==> config.mk <==
export PLATFORM = sky130hd
export DESIGN_NAME = countdown_timer_ctrl
export DESIGN_NICKNAME = d
export VERILOG_FILES = /design/src/rtl/countdown_timer_ctrl.sv
export SDC_FILE = /design/constraint.sdc
export NUM_CORES = 1
export LEC_CHECK = 0
export CAP_MARGIN = 0
export CORE_MARGIN = 2
export CORE_UTILIZATION = 40
export CTS_CLUSTER_SIZE = 16
export DETAILED_ROUTE_END_ITERATION = 8
export HOLD_SLACK_MARGIN = 0.05
export MAX_ROUTING_LAYER = met4
export PLACE_DENSITY = 0.66
export SLEW_MARGIN = 40
export SYNTH_ARGS = -nofsm -noshare
export SYNTH_HDL_FRONTEND = slang
export SYNTH_SLANG_ARGS = --single-unit
==> constraint.sdc <==
create_clock -name clk -period 2.5 [get_ports clk]
set_input_delay 0.375 -clock clk [delete_from_list [all_inputs] [get_ports clk]]
set_output_delay 0.375 -clock clk [all_outputs]
set_load 0.01 [all_outputs]
==> src/rtl/countdown_timer_ctrl.sv <==
// Run/pause/stop countdown controller with a built-in prescaler.
// It counts a loaded value down to zero, one step per prescaler tick.
module countdown_timer_ctrl #(
    parameter int TICK_DIV = 100000,
    parameter int CNT_W    = 16
) (
    input  logic             clk,
    input  logic             rst_n,
    input  logic             load,
    input  logic [CNT_W-1:0] load_val,
    input  logic             start,
    input  logic             pause,
    input  logic             clear,
    output logic             tick,
    output logic [CNT_W-1:0] remaining,
    output logic             busy,
    output logic             done,
    output logic [1:0]       state
);

    localparam int PS_W = (TICK_DIV > 1) ? $clog2(TICK_DIV) : 1;
    localparam logic [PS_W-1:0] PS_LAST = PS_W'(TICK_DIV - 1);

    typedef enum logic [1:0] {
        IDLE  = 2'd0,
        RUN   = 2'd1,
        PAUSE = 2'd2,
        DONE  = 2'd3
    } state_t;

    state_t            state_r;
    logic [PS_W-1:0]   prescaler;

    assign state = state_r;

    // The prescaler still advances on the cycle a pause is sampled. A wrap on
    // the final count goes to DONE, even if a pause arrives in the same cycle.
    always_ff @(posedge clk or negedge rst_n) begin
        if (!rst_n) begin
            state_r   <= IDLE;
            prescaler <= '0;
            remaining <= '0;
            tick      <= 1'b0;
            done      <= 1'b0;
            busy      <= 1'b0;
        end else begin
            tick <= 1'b0;
            done <= 1'b0;
            if (clear) begin
                state_r   <= IDLE;
                remaining <= '0;
                prescaler <= '0;
                busy      <= 1'b0;
            end else if (load) begin
                state_r   <= IDLE;
                remaining <= load_val;
                prescaler <= '0;
                busy      <= 1'b0;
            end else begin
                case (state_r)
                    IDLE: begin
                        if (start && (remaining != '0)) begin
                            state_r <= RUN;
                            busy    <= 1'b1;
                        end
                    end
                    RUN: begin
                        if (prescaler == PS_LAST) begin
                            prescaler <= '0;
                            tick      <= 1'b1;
                            remaining <= remaining - CNT_W'(1);
                            if (remaining == CNT_W'(1)) begin
                                state_r <= DONE;
                                done    <= 1'b1;
                                busy    <= 1'b0;
                            end else if (pause) begin
                                state_r <= PAUSE;
                            end
                        end else begin
                            prescaler <= prescaler + PS_W'(1);
                            if (pause) begin
                                state_r <= PAUSE;
                            end
                        end
                    end
                    PAUSE: begin
                        if (start) begin
                            state_r <= RUN;
                        end
                    end
                    DONE: begin
                    end
                    default: begin
                        state_r <= IDLE;
                        busy    <= 1'b0;
                    end
                endcase
            end
        end
    end

endmodule

Figure 1. The metal 3 layer (run 1).
The bar under the picture is 20 µm long.
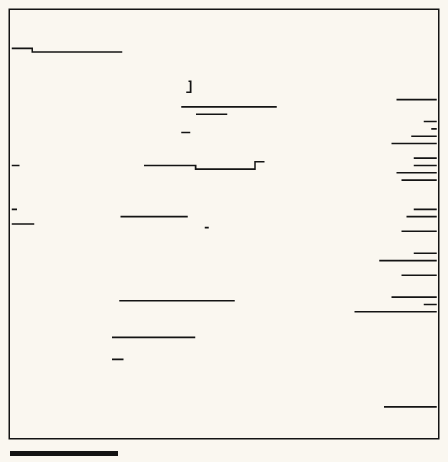
share of all routed wire	4.3%
nets with wire on the layer	29
main direction	horizontal
wire length on this layer	243 µm
longest straight run	21.2 µm
total via count in the routed design: 2,138
GR Util met3: 4.07%
total detailed-routing wirelength: 5.71 mm

Figure 2. Register map, names as in the netlist (run 1).
The bar under the picture is 20 µm long. Other sequential cells in the stronger grey, the rest of the logic in the fainter grey.
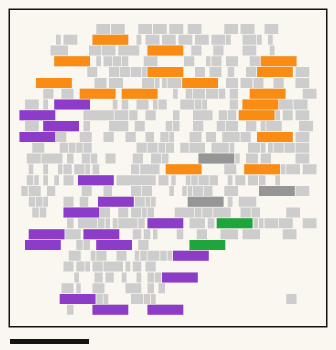
colour	name in the netlist	placed flops
purple	`prescaler`	17
orange	`remaining`	16
green	`state`	2
not coloured	3
power of the sequential group: 0.653 mW
share of cell area taken by flip-flops and latches: 31.0%

==> summary.log, run 1 <==
INFO  power          pwr-share-clk=32.5%
INFO  timing         setup_viol=0
INFO  cells_and_area insertedDiodeCount=0
INFO  die            rows=27
INFO  power          powerDensity=438nW/µm²
INFO  job            warnings=30
INFO  setup_path     timing.critical_path.from_type=flop
INFO  setup_path     worstPathCellList=or4b_4, or4_1, or3_1, a311oi_1
INFO  timing         final_tally_of_max_slew_violations=0
INFO  route          route.detailed.vias_per_inst=5.47
INFO  power          power.net_switching=0.356mW
INFO  setup_path     worst-setup-path-type=flop to flop
INFO  cells_and_area nNetsFinal=346
INFO  yosys          dominantRegCellSynth=sky130_fd_sc_hd__dfrtp_1
INFO  yosys          fp_nets=282
INFO  yosys          syn-mean-instance-area=8.99µm²
INFO  power          power_leakage=1.22nW
INFO  yosys          fa_ha_area_share=3.29%
INFO  power          vdd_drop_max=0.278mV
INFO  die            die_h=79.6µm
INFO  setup_path     critical_path.startpoint=prescaler[8]$_DFFE_PN0P_
INFO  place          dp_worst_setup_slack=0.0858ns
INFO  cells_and_area final_layout_top_logic_cells=41 x sky130_fd_sc_hd__clkdlybuf4s50_1, 38 x sky130_fd_sc_hd__dfrtp_1, 31 x sky130_fd_sc_hd__nor2_1
INFO  yosys          yosysSeqAreaShare=41.6%
INFO  cts            clock_tree.htree_level_count=2
INFO  timing         timing_worst_slew_pin_value=0.640ns
INFO  setup_path     crit_arrival=2.63ns
INFO  cts            cts.sinks=38
INFO  yosys          syn-cell-area=2280µm²
INFO  grt            grt_pass1_vias=2,092
INFO  grt            grt.total_usage=20.4%
INFO  setup_path     worst-r2r-setup-slack=0.06ns
INFO  route          antenna_left=0
INFO  setup_path     worstReg2RegStart=prescaler[8]$_DFFE_PN0P_
INFO  route          drt_pass1_iterations=4
INFO  cts            clockRootBuffer=sky130_fd_sc_hd__clkbuf_8
INFO  die            die-width=79.6µm
INFO  power          p_int=0.990mW
INFO  cts            cts_max_path_buffers=2
INFO  route          post-route-drc-count=0
INFO  yosys          yosys.area_share.xor_xnor=6.14%
INFO  yosys          yosysChipArea=2280µm²
INFO  setup_path     cp_top_family=simple AND/OR/NAND/NOR gates
INFO  setup_path     critical_path_cell_count=4
INFO  timing         hold_violations=0
INFO  power          power.share.switching=26.5%
INFO  route          wire_per_inst=14.6µm
INFO  hold_path      hold_class=primary input to async pin
INFO  grt            grt_remaining_overflow=0
INFO  yosys          yosys_top_cell_by_instances=sky130_fd_sc_hd__dfrtp_1
INFO  run_status     status=finished clean
INFO  setup_path     crit-reg2reg-capture=remaining[11]$_DFFE_PN0P_
INFO  setup_path     critPathCapture=remaining[11]$_DFFE_PN0P_
INFO  timing         layout_worst_path_cycle_share=97.4%
INFO  cts            clock_tree_from_tritoncts=yes
INFO  yosys          synth.cells.most_frequent=38 x sky130_fd_sc_hd__dfrtp_1, 31 x sky130_fd_sc_hd__nor2_1, 19 x sky130_fd_sc_hd__o21ai_0, 18 x sky130_fd_sc_hd__nand2_1, 11 x sky130_fd_sc_hd__clkbuf_1
INFO  timing         timing.clock.skew=0.00638ns
INFO  yosys          synth-simple-area-share=27.2%
INFO  cells_and_area synthToLayoutAreaGrowth=34.5%
INFO  die            core_outline_area=5510µm²
INFO  timing         relSlewSlack=57.2%
INFO  yosys          yosysUniqueCellTypes=48
Figure 3. Placement density heat map (run 1).
The die is cut into 8 by 8 equal tiles; white is low, dark blue is high, 0 to 100% covered.
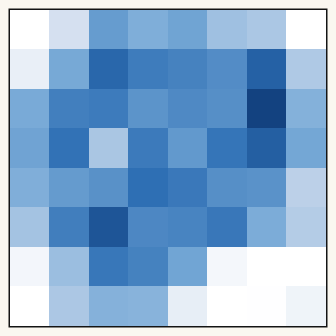
nearly empty tiles	11%
mean over tiles	47%
tiles over 75% full	7.8%
starting utilization of the core area: 41.5%
final standard cell utilization of the core: 55.8%

run 1: flip-flops by register name, summed over array words and instances (netlist names):
signal and cells:
prescaler 17, remaining 16, state 2, busy 1, done 1, tick 1
run 1: area by class of cell:
type	count	area (µm²)	area share, %
clock inverter	1	5.00	0.163
tap	72	90.1	2.93
clock buffer	7	86.3	2.81
sequential	38	951	31.0
timing repair buffer	70	628	20.4
inverter	9	33.8	1.10
multi-input combinational	194	1280	41.6
run 1: cells by family after synthesis:
group,count (synthesis)
compound gates,59
xor+xnor,16
fa+ha+maj,6
buf+inv,22
flops,38
mux,1
simple gates,112
run 1: worst min path at each step:
stage                              from                       end
2_1_floorplan                     rst_n          busy$_DFFE_PN0P_
3_3_place_gp   prescaler[6]$_DFFE_PN0P_  prescaler[6]$_DFFE_PN0P_
3_5_place_dp                      rst_n      state[1]$_DFFE_PN0P_
4_1_cts                           rst_n  remaining[1]$_DFFE_PN0P_
5_1_grt                           rst_n  remaining[3]$_DFFE_PN0P_
6_report                          rst_n  remaining[1]$_DFFE_PN0P_
run 1: power by group through the flow:
stage                     Combinational, mW  Sequential [mW]  Clock (mW)
after floorplan                       0.100            0.678           0
after global placement                0.250            0.665           0
after detailed placement              0.252            0.666           0
after CTS                             0.254            0.653       0.448
after global routing                  0.283            0.656       0.487
final                                 0.255            0.653       0.438
run 1: through the flow:
| stage | hold WS [ns] | power (mW) | std cells | setup TNS, ns | area [µm²] |
|---|---|---|---|---|---|
| finish | 0.0539 | 1.35 | 391 | 0 | 3070 |
| global route | 0.0806 | 1.43 | 391 | -0.0416 | 3070 |
| CTS | 0.0706 | 1.36 | 390 | 0 | 3050 |
| detailed placement | 0.381 | 0.917 | 382 | 0 | 2950 |
| global placement | 0.511 | 0.914 | 382 | 0 | 2940 |
| floorplan | 0.0794 | 0.778 | 254 | 0 | 2280 |
run 1: repair_timing:
action                     in CTS  in global routing
resized                         0                  4
hold buffers                    0                  0
setup endpoints to repair       0                  5
buffers inserted                0                  1
hold endpoints to repair        0                  0
run 1: layer usage:
layer | global-route usage, % | share of wire (%) | vias to the layer above
li1 | - | - | 1066
met1 | 28.4 | 49 | 1025
met2 | 30.4 | 45 | 42
met3 | 4.07 | 4.3 | 5
met4 | 5.52 | 0.96 | 0
met5 | - | 0 | -
Figure 4. Placed standard cells (run 1).
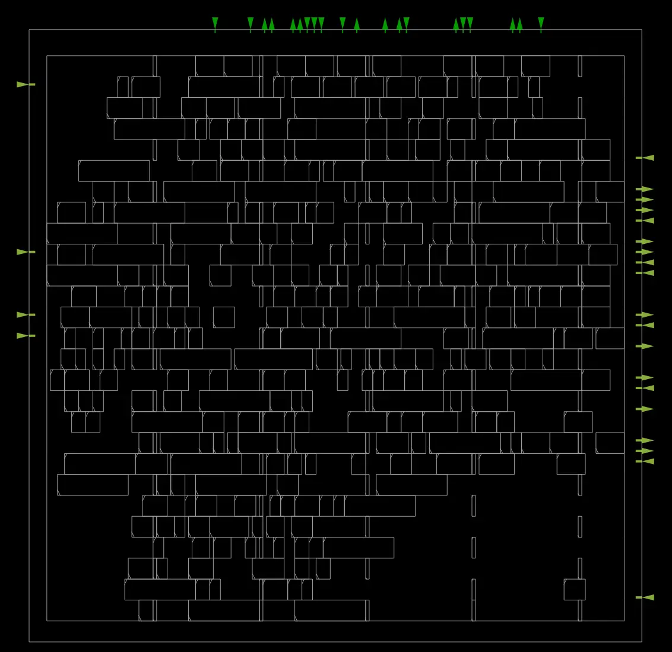

--- run 2 (diff from run 1) ---
--- a/config.mk
+++ b/config.mk
@@ -13,6 +13,7 @@
 export HOLD_SLACK_MARGIN = 0.05
 export MAX_ROUTING_LAYER = met4
 export PLACE_DENSITY = 0.66
+export SKIP_LAST_GASP = 1
 export SLEW_MARGIN = 40
 export SYNTH_ARGS = -nofsm -noshare
 export SYNTH_HDL_FRONTEND = slang
Figure 5. Placed standard cells (run 2).
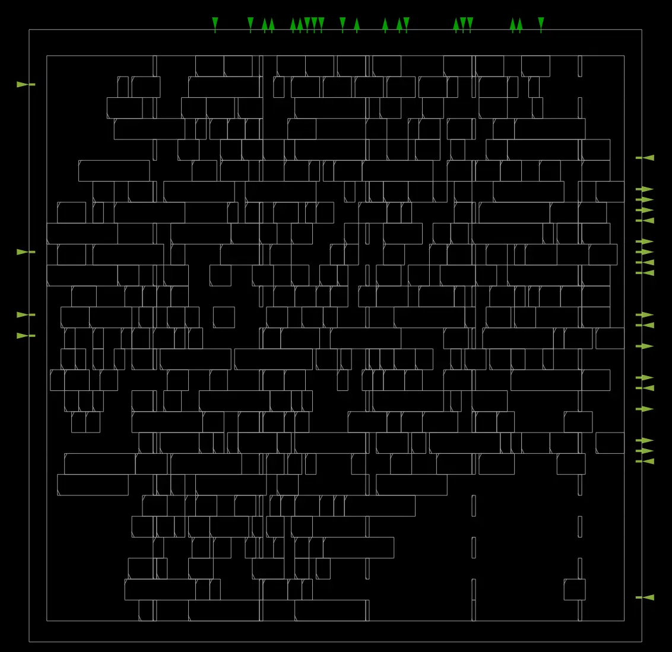
tap cell count: 72
core outline area: 5510 µm²
number of sequential cells: 38
number of core rows: 27

Figure 6. The metal 3 layer (run 2).
The bar under the picture is 20 µm long.
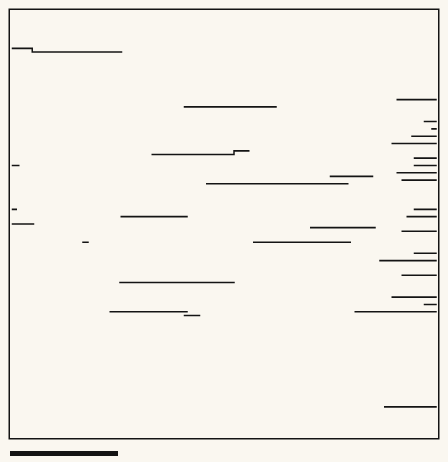
wire length on this layer	292 µm
nets with wire on the layer	32
total via count in the routed design: 2,146
total detailed-routing wirelength: 5.73 mm

Figure 7. Register map, names as in the netlist (run 2).
The bar under the picture is 20 µm long. Other sequential cells in the stronger grey, the rest of the logic in the fainter grey.
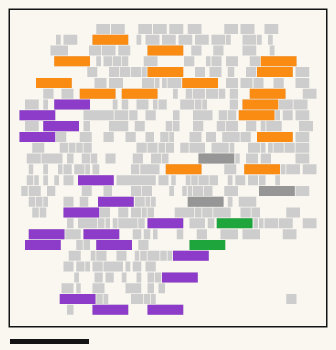
colour	name in the netlist	placed flops
orange	`remaining`	16
purple	`prescaler`	17
green	`state`	2
not coloured	3
sequential cell area: 951 µm²
share of cell area taken by flip-flops and latches: 31.0%
power of the sequential group: 0.654 mW
final standard cell utilization of the core: 55.7%

==> run 2 against run 1 <==
  * Final cell count is the same
  * Critical endpoint unchanged
  * Flip-flop count is the same
  * Total power is essentially flat
  * Core utilization shrank 0.11 points
  * Clock power is essentially flat
  * Non-clock buffer count is the same
==> summary.log, run 2 <==
INFO  setup_path     crit-reg2reg-capture=remaining[11]$_DFFE_PN0P_
INFO  grt            grt.total_usage=20.4%
INFO  timing         timing.clock.skew=0.00737ns
INFO  hold_path      hold_class=primary input to async pin
INFO  setup_path     worst_ep_required_time=2.69ns
INFO  cells_and_area post-route-cell-area=3070µm²
INFO  die            floorplan.die_area=6330µm²
INFO  grt            grt_first_pass_wirelength=10.0mm
INFO  place          dpl.cell_count=382
INFO  yosys          dominantRegCellSynth=sky130_fd_sc_hd__dfrtp_1
INFO  yosys          yosysSeqAreaShare=41.6%
INFO  route          post-route-drc-count=0
INFO  yosys          synth.cells.most_frequent=38 x sky130_fd_sc_hd__dfrtp_1, 31 x sky130_fd_sc_hd__nor2_1, 19 x sky130_fd_sc_hd__o21ai_0, 18 x sky130_fd_sc_hd__nand2_1, 11 x sky130_fd_sc_hd__clkbuf_1
INFO  yosys          syn-mean-instance-area=8.99µm²
INFO  timing         fin_setup_tns=0ns
INFO  timing         hold_violations=0
INFO  grt            initial_antenna_violation_count=0
INFO  yosys          yosysUniqueCellTypes=48
INFO  setup_path     timing.critical_path.from_type=flop
INFO  cells_and_area insertedDiodeCount=0
INFO  route          wire_per_inst=14.7µm
INFO  cells_and_area synthToLayoutAreaGrowth=34.2%
INFO  route          route.detailed.vias_per_inst=5.49
INFO  setup_path     crit_arrival=2.63ns
INFO  grt            grt_pass1_vias=2,092
INFO  job            warnings=30
INFO  cts            cts.sinks=38
INFO  route          antenna_left=0
INFO  yosys          synth_area_leader_cell=sky130_fd_sc_hd__dfrtp_1
INFO  yosys          yosys_top_cell_by_instances=sky130_fd_sc_hd__dfrtp_1
INFO  setup_path     crit_path_capture_type=flop
INFO  cts            clock_tree_from_tritoncts=yes
INFO  timing         finalCriticalPeriod=2.44ns
INFO  route          drt_pass1_iterations=4
INFO  grt            global_route.usage.met2=30.4%
INFO  run_status     status=finished clean
INFO  timing         setup_viol=0
INFO  cells_and_area final-comb-area=1270µm²
INFO  setup_path     worstReg2RegStart=prescaler[8]$_DFFE_PN0P_
INFO  cts            cts_max_path_buffers=2
INFO  die            die-width=79.6µm
INFO  die            floorplan.core_util=41.5%
INFO  setup_path     worstPathCellList=or4b_4, or4_1, or3_1, a311oi_1
INFO  grt            global_route.usage.met3=4.07%
INFO  timing         relSlewSlack=57.4%
INFO  cts            clock_tree.htree_level_count=2
INFO  die            die_h=79.6µm
INFO  timing         timing_worst_slew_pin_value=0.637ns
INFO  power          totalPowerFinal=1.35mW
INFO  timing         unrepaired_setup_endpoints_after_global_routing=true
INFO  cts            clockRootBuffer=sky130_fd_sc_hd__clkbuf_8
INFO  setup_path     worst-r2r-setup-slack=0.06ns
INFO  yosys          synth.ff_latch_count=38
INFO  power          vdd_drop_max=0.279mV
INFO  grt            layer_carrying_the_most_global_route_usage=met2
INFO  power          powerDensity=439nW/µm²
INFO  cells_and_area stdcell_count=391
INFO  yosys          syn-cell-area=2280µm²
INFO  yosys          synth_top_area_share=41.6%
INFO  grt            use_met1=28.4%
INFO  timing         final_tally_of_max_slew_violations=0
INFO  cells_and_area largest_register=prescaler
INFO  grt            grt_remaining_overflow=0
INFO  yosys          ys_cells=254
INFO  yosys          fp_nets=282
INFO  timing         layout_worst_path_cycle_share=97.4%
INFO  power          power_leakage=1.22nW
INFO  place          detailed_place.area=2950µm²
INFO  cells_and_area final_layout_top_logic_cells=41 x sky130_fd_sc_hd__clkdlybuf4s50_1, 38 x sky130_fd_sc_hd__dfrtp_1, 31 x sky130_fd_sc_hd__nor2_1
INFO  cells_and_area largest_reg_flops=17
INFO  setup_path     critical_path.startpoint=prescaler[8]$_DFFE_PN0P_
INFO  route          first_iter_violations=96
INFO  yosys          yosysChipArea=2280µm²
INFO  timing         maxClockFrequency=411MHz
INFO  setup_path     crit_path_max_fanout=8
INFO  cells_and_area nNetsFinal=346
INFO  setup_path     worst-setup-path-type=flop to flop
## run 2: cell families after synthesis
logic type	after synthesis	synth area share [%]
simple gates	112	27.2
compound gates	59	17.5
flops	38	41.6
buf+inv	22	3.73
xor+xnor	16	6.14
fa+ha+maj	6	3.29
mux	1	0.438
## run 2: where the power goes
part           switching [mW]  internal, mW  leakage (nW)
combinational           0.121         0.133         0.654
sequential             0.0192         0.634         0.514
clock                   0.215         0.223        0.0482
## run 2: final cells by class
type | instances | share of cell area (%)
Tap cell | 72 | 2.94
Timing Repair Buffer | 70 | 20.5
Clock buffer | 7 | 2.82
Multi-Input combinational cell | 194 | 41.5
Inverter | 9 | 1.10
Sequential cell | 38 | 31.0
Clock inverter | 1 | 0.163
## run 2: repair_timing
action / 4_1_cts / 5_1_grt
setup endpoints to repair: 0 / 5
resized: 0 / 3
setup buffers: 0 / 1
hold buffers: 0 / 0
## run 2: worst max-delay path, delay by kind of cell, from the launching register on
family | cells | cell delay (ns)
compound gates | 1 | 0.27
flops | 1 | 0.38
simple gates | 3 | 1.70
## run 2: how the worst max path moves through the flow
stage | endpoint | slack [ns]
6_report | remaining[11]$_DFFE_PN0P_ | 0.06
5_1_grt | remaining[14]$_DFFE_PN0P_ | -0.04
4_1_cts | state[1]$_DFFE_PN0P_ | 0.06
3_5_place_dp | state[1]$_DFFE_PN0P_ | 0.09
3_3_place_gp | prescaler[6]$_DFFE_PN0P_ | 0.07
2_1_floorplan | remaining[11]$_DFFE_PN0P_ | 0.09
## run 2: metal layers
layer | wire [µm] | up-vias | part of all wire [%]
met1 | 2750 | 1030 | 48
met5 | 0 | - | 0
met3 | 292 | 2 | 5.1
met2 | 2660 | 47 | 46
met4 | 30 | 0 | 0.52
li1 | - | 1067 | -
## run 2: metrics by stage
step | hold slack (ns) | worst slack, ns
finish | 0.0528 | 0.0646
global placement | 0.511 | 0.0655
detailed placement | 0.381 | 0.0858
global route | 0.0806 | -0.0409
CTS | 0.0706 | 0.0572
floorplan | 0.0794 | 0.0911
No activity file was given, so power comes from the tool's default toggle rates.
